===== config.mk =====
export PLATFORM = sky130hd
export DESIGN_NAME = fir_coeff_axil_slave
export DESIGN_NICKNAME = d
export VERILOG_FILES = /design/src/rtl/fir_coeff_axil_slave.sv
export SDC_FILE = /design/constraint.sdc
export NUM_CORES = 1
export LEC_CHECK = 0
export ABC_AREA = 1
export CORE_MARGIN = 4
export CORE_UTILIZATION = 48
export CTS_CLUSTER_SIZE = 24
export DETAILED_ROUTE_END_ITERATION = 10
export PLACE_DENSITY = 0.77
export REMOVE_ABC_BUFFERS = 1
export SETUP_SLACK_MARGIN = 0.05
export SLEW_MARGIN = 10
export SYNTH_ARGS = -nofsm -noshare
export SYNTH_HDL_FRONTEND = slang
export SYNTH_SLANG_ARGS = --single-unit

===== constraint.sdc =====
create_clock -name clk -period 3.26 [get_ports clk]
set_input_delay 0.652 -clock clk [delete_from_list [all_inputs] [get_ports clk]]
set_output_delay 0.652 -clock clk [all_outputs]
set_load 0.05 [all_outputs]

===== src/rtl/fir_coeff_axil_slave.sv =====
// AXI4-Lite write-only register slave holding a double-buffered 5x5 FIR tap set plus output
// shift; a committed shadow bank is copied to the active bank only on a frame start.
module fir_coeff_axil_slave #(
  parameter int unsigned COEFF_W   = 16,
  parameter int unsigned SHIFT_W   = 5,
  parameter int unsigned SHIFT_RST = 8
) (
  input  logic                   clk,
  input  logic                   rstn,
  input  logic [31:0]            s_axi_awaddr,
  input  logic                   s_axi_awvalid,
  output logic                   s_axi_awready,
  input  logic [31:0]            s_axi_wdata,
  input  logic [3:0]             s_axi_wstrb,
  input  logic                   s_axi_wvalid,
  output logic                   s_axi_wready,
  output logic [1:0]             s_axi_bresp,
  output logic                   s_axi_bvalid,
  input  logic                   s_axi_bready,
  input  logic                   frame_start_i,
  output logic [25*COEFF_W-1:0]  coeff_o,
  output logic [SHIFT_W-1:0]     shift_o,
  output logic                   commit_pending_o
);

  localparam int unsigned NumTaps = 25;
  localparam int unsigned TapsW   = NumTaps * COEFF_W;
  localparam logic [TapsW-1:0] IdentTaps =
      {{(TapsW - 1){1'b0}}, 1'b1} << (12 * COEFF_W + SHIFT_RST);
  localparam logic [SHIFT_W-1:0] ShiftRst = SHIFT_W'(SHIFT_RST);

  localparam logic [1:0] RespOkay   = 2'b00;
  localparam logic [1:0] RespSlverr = 2'b10;

  typedef enum logic [0:0] {StIdle, StResp} state_e;

  state_e       state_q;
  logic         awready_q, wready_q, bvalid_q;
  logic [1:0]   bresp_q;
  logic         aw_full_q, w_full_q;
  logic [29:0]  aw_word_q;
  logic [31:0]  w_data_q;
  logic [3:0]   w_strb_q;

  logic [TapsW-1:0]   shadow_taps_q, active_taps_q;
  logic [SHIFT_W-1:0] shadow_shift_q, active_shift_q;
  logic               pending_q;

  logic               aw_hs, w_hs, fire;
  logic [29:0]        wr_word;
  logic [31:0]        wr_data;
  logic [3:0]         wr_strb;
  logic               is_tap, is_shift, is_ctrl, addr_ok;
  int unsigned        tap_idx;
  logic [COEFF_W-1:0] tap_old;
  logic               arm, commit;

  logic unused_addr_lsbs;
  assign unused_addr_lsbs = ^s_axi_awaddr[1:0];

  function automatic logic [31:0] merge_bytes(input logic [31:0] old_val,
                                              input logic [31:0] data,
                                              input logic [3:0]  strb);
    logic [31:0] res;
    res = old_val;
    for (int i = 0; i < 4; i++) begin
      if (strb[i]) res[8*i +: 8] = data[8*i +: 8];
    end
    return res;
  endfunction

  // A channel counts as present if already held or handshaking on this edge.
  always_comb begin
    aw_hs    = s_axi_awvalid && awready_q;
    w_hs     = s_axi_wvalid && wready_q;
    fire     = (state_q == StIdle) && (aw_full_q || aw_hs) && (w_full_q || w_hs);
    wr_word  = aw_full_q ? aw_word_q : s_axi_awaddr[31:2];
    wr_data  = w_full_q ? w_data_q : s_axi_wdata;
    wr_strb  = w_full_q ? w_strb_q : s_axi_wstrb;
    is_tap   = wr_word < 30'd25;
    is_shift = wr_word == 30'd25;
    is_ctrl  = wr_word == 30'd26;
    addr_ok  = is_tap || is_shift || is_ctrl;
    tap_idx  = is_tap ? 32'(wr_word[4:0]) : 32'd0;
    tap_old  = shadow_taps_q[tap_idx*COEFF_W +: COEFF_W];
    arm      = fire && is_ctrl && wr_strb[0] && wr_data[0];
    commit   = frame_start_i && pending_q;
  end

  always_ff @(posedge clk or negedge rstn) begin
    if (!rstn) begin
      state_q   <= StIdle;
      awready_q <= 1'b0;
      wready_q  <= 1'b0;
      bvalid_q  <= 1'b0;
      bresp_q   <= RespOkay;
      aw_full_q <= 1'b0;
      w_full_q  <= 1'b0;
      aw_word_q <= '0;
      w_data_q  <= '0;
      w_strb_q  <= '0;
    end else begin
      unique case (state_q)
        StIdle: begin
          if (fire) begin
            state_q   <= StResp;
            bvalid_q  <= 1'b1;
            bresp_q   <= addr_ok ? RespOkay : RespSlverr;
            aw_full_q <= 1'b0;
            w_full_q  <= 1'b0;
            awready_q <= 1'b0;
            wready_q  <= 1'b0;
          end else begin
            if (aw_hs) begin
              aw_full_q <= 1'b1;
              aw_word_q <= s_axi_awaddr[31:2];
              awready_q <= 1'b0;
            end else begin
              awready_q <= !aw_full_q;
            end
            if (w_hs) begin
              w_full_q  <= 1'b1;
              w_data_q  <= s_axi_wdata;
              w_strb_q  <= s_axi_wstrb;
              wready_q  <= 1'b0;
            end else begin
              wready_q  <= !w_full_q;
            end
          end
        end
        StResp: begin
          if (s_axi_bready) begin
            state_q   <= StIdle;
            bvalid_q  <= 1'b0;
            awready_q <= 1'b1;
            wready_q  <= 1'b1;
          end
        end
        default: state_q <= StIdle;
      endcase
    end
  end

  // Commit copies the pre-edge shadow, so a same-edge shadow write lands only in the shadow.
  always_ff @(posedge clk or negedge rstn) begin
    if (!rstn) begin
      shadow_taps_q  <= IdentTaps;
      active_taps_q  <= IdentTaps;
      shadow_shift_q <= ShiftRst;
      active_shift_q <= ShiftRst;
      pending_q      <= 1'b0;
    end else begin
      if (fire && is_tap) begin
        shadow_taps_q[tap_idx*COEFF_W +: COEFF_W] <=
            COEFF_W'(merge_bytes(32'(tap_old), wr_data, wr_strb));
      end
      if (fire && is_shift) begin
        shadow_shift_q <= SHIFT_W'(merge_bytes(32'(shadow_shift_q), wr_data, wr_strb));
      end
      if (commit) begin
        active_taps_q  <= shadow_taps_q;
        active_shift_q <= shadow_shift_q;
      end
      if (arm) begin
        pending_q <= 1'b1;
      end else if (commit) begin
        pending_q <= 1'b0;
      end
    end
  end

  assign s_axi_awready    = awready_q;
  assign s_axi_wready     = wready_q;
  assign s_axi_bvalid     = bvalid_q;
  assign s_axi_bresp      = bresp_q;
  assign coeff_o          = active_taps_q;
  assign shift_o          = active_shift_q;
  assign commit_pending_o = pending_q;

endmodule


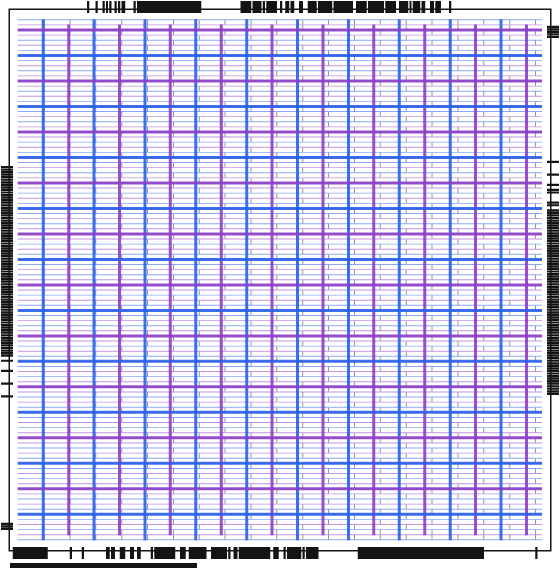
Figure 1: supply network.
Scale bar: 100 um. Pins as bars on the die edge. Tap cells in gray.
VSS: marked blue. VDD: marked purple.
1040 tap cells. 20 straps on met5. 103 met1 rails follow the rows.

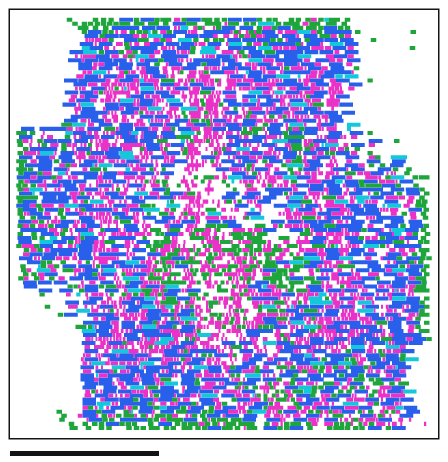
Figure 2: placed cells, one color a class.
Scale bar: 100 um.
remaining logic cells: marked magenta, cells 3040, share of their area 32%. remaining buffers and delay cells: marked green, cells 823, share of their area 17%. registers: marked blue, cells 866, share of their area 44%. clock drivers and dummy loads: marked cyan, cells 165, share of their area 6.4%.

==> Implementation_results.wiki <==
== Implementation results ==
{| class="wikitable"
! Metric !! Value
|-
| Die span in x || 288 um
|-
| Number of synthesis warnings || 0
|-
| CP arrival || 3.98 ns
|-
| Post-Route WL || between 100 and 150 mm
|-
| Kind of cell with the highest combined delay on the critical path || simple AND/OR/NAND/NOR gates
|-
| Internal power of the cells || a little under 20000 uW
|-
| Sequential power || 11700 uW
|-
| Critical register-to-register path startpoint || aw_full_q$_DFFE_PN0P_
|-
| Number of nets in the layout || ~5000
|-
| Adder-cell share of the synthesized area || less than 1%
|-
| Post-synthesis share of cell area spent on and, or, nand and nor gates || 20.0%
|-
| Number of unique standard cell types used by synthesis || 36
|-
| Primary FF master, synth || sky130_fd_sc_hd__dfrtp_1
|-
| Unrepaired setup endpoints after global routing || yes
|-
| OpenROAD warnings || about 56
|-
| CP cell instances || buf_12, nand2_2, nor2_2, nand3_1, nand2_1, nand2_2, nor2_4, buf_12, nand3_4, buf_4, buf_12, nand2_1, nand3_1, nand3_1, nand2_1, nand2_1, nand2_1, o21ai_1, buf_4, buf_4, nor2_2, buf_4, nand3_1, o21ai_0
|-
| CTS tree || built
|-
| Top-area cell share || about 57%
|-
| Standard-cell rows || about 100
|-
| Peak supply drop || roughly 430 uV
|-
| Combinational power || roughly 4800 uW
|-
| Chip area estimate from yosys synthesis || 37700 sq um
|-
| Worst Path Buf+Inv || 7
|-
| Main logic family || simple AND/OR/NAND/NOR gates
|-
| Worst Setup EP || shadow_taps_q[293]$_DFFE_PN0P_
|-
| I/O Buffers || about 460
|-
| Path type of the worst setup path || reg -> reg
|-
| Core Box Area || 77600 sq um
|-
| Via density || 5.71
|-
| Post-detail-place hpwl || 96.1 mm
|-
| GRT met1 Usage || between 40% and 50%
|-
| Dominant power group || sequential cells
|-
| First-pass GRT wire length || ~200 mm
|-
| Number of antenna diodes || 0
|-
| Max-Cap Viols || 0
|-
| Most frequent standard cell in the layout excluding fill and tap cells || sky130_fd_sc_hd__nand2_1
|-
| Synth async-reset ratio || 100%
|-
| Setup Total Neg Slack || -15.50 ns
|-
| Minimum hold slack || 0.478 ns
|-
| Number of cells after detailed placement || about 5700
|-
| Crit path largest cell delay || ~0.45 ns
|-
| Cell count after synthesis || roughly 4200
|-
| Final critical path time including I/O delays and setup || 3.47 ns
|-
| Starting density of the core || about half
|-
| Die y size || approximately 290 um
|-
| Flip-flops with a built-in enable || 0
|-
| Final setup violation count || 281
|-
| Synthesized area divided by synthesized cell count || 9.02 sq um
|-
| R2R depth || 24
|-
| Number of sinks driven by the clock tree || 866
|-
| Share of the clock period used by the worst path after layout || 106%
|-
| Multi-input gate area in the final layout || around 14000 sq um
|-
| Result of the run || finished with violations
|-
| Share of the core filled with cells in the final layout || 64.9%
|-
| Dominant cell type by area after synthesis || sky130_fd_sc_hd__dfrtp_1
|-
| Share of power burned in combinational logic || roughly 18%
|-
| Cells taking the most area after synthesis || sky130_fd_sc_hd__dfrtp_1, sky130_fd_sc_hd__nand2_1, sky130_fd_sc_hd__o21ai_0, sky130_fd_sc_hd__mux2_2, sky130_fd_sc_hd__nand3_1
|-
| Number of global-route vias before repair || approximately 33000
|-
| Worst Setup Slack, final || -0.211 ns
|-
| Fraction of synthesized area in multiplexers || under 10%
|-
| Max frequency || between 0.2 and 0.3 GHz
|-
| Top-count cell post-synth || sky130_fd_sc_hd__nand2_1
|-
| Routed Antenna Nets || 0
|-
| Share of layout cells above drive strength 1 || 19.0%
|-
| Placed instance area || approximately 46000 sq um
|-
| Power consumption || 27400 uW
|-
| Violations in the final reports || negative setup slack
|-
| Category of the worst setup path launch point || flip-flop
|-
| TritonCTS Buffers || around 90
|-
| Area growth from synthesis to final layout || 33.8%
|-
| Start point of the critical path || aw_full_q$_DFFE_PN0P_
|-
| Critical Path RT || ~3.8 ns
|}
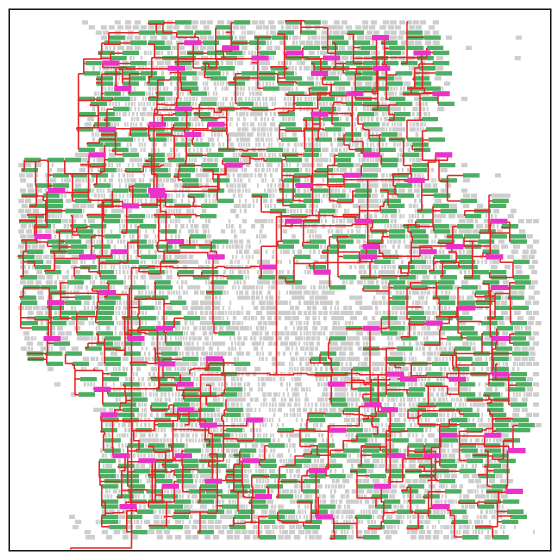
Figure 3: routed clock nets over the placement.
flip-flops: marked green, count 866. clock-net drivers: marked magenta, count 90. clock wires: marked red, length 10300 um.
Position of the flops: all over the die.
clk latency late pin: 0.67 ns
clock skew after layout: 0.0313 ns
P_clk: 10900 uW

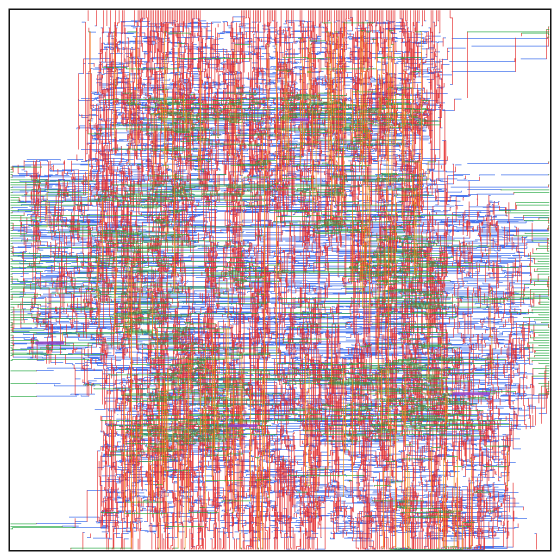
Figure 4: signal wires by layer.
M3: marked green, wire length 15900 um. M4: marked orange, wire length 7470 um. M2: marked red, wire length 59.8 mm. M1: marked blue, wire length 52.7 mm. M5: marked purple, wire length 53.4 um.

-- final cells by class --
| class | instances | share of cell area (%) |
|---|---|---|
| multi-input cells | 2729 | 28.8 |
| repair buffers | 823 | 17.0 |
| flip-flops and latches | 866 | 43.0 |
| clock inverters | 40 | 1.12 |
| well taps | 1040 | 2.58 |
| clock buffers | 125 | 5.11 |
| inverters | 311 | 2.36 |
-- layer usage --
metal  wire length (um)  share of wire (%)
met1              52700                 39
met2              59800                 44
met3              15900                 12
met4               7470                5.5
met5                 53              0.039
Power and IR drop assume default switching activity.
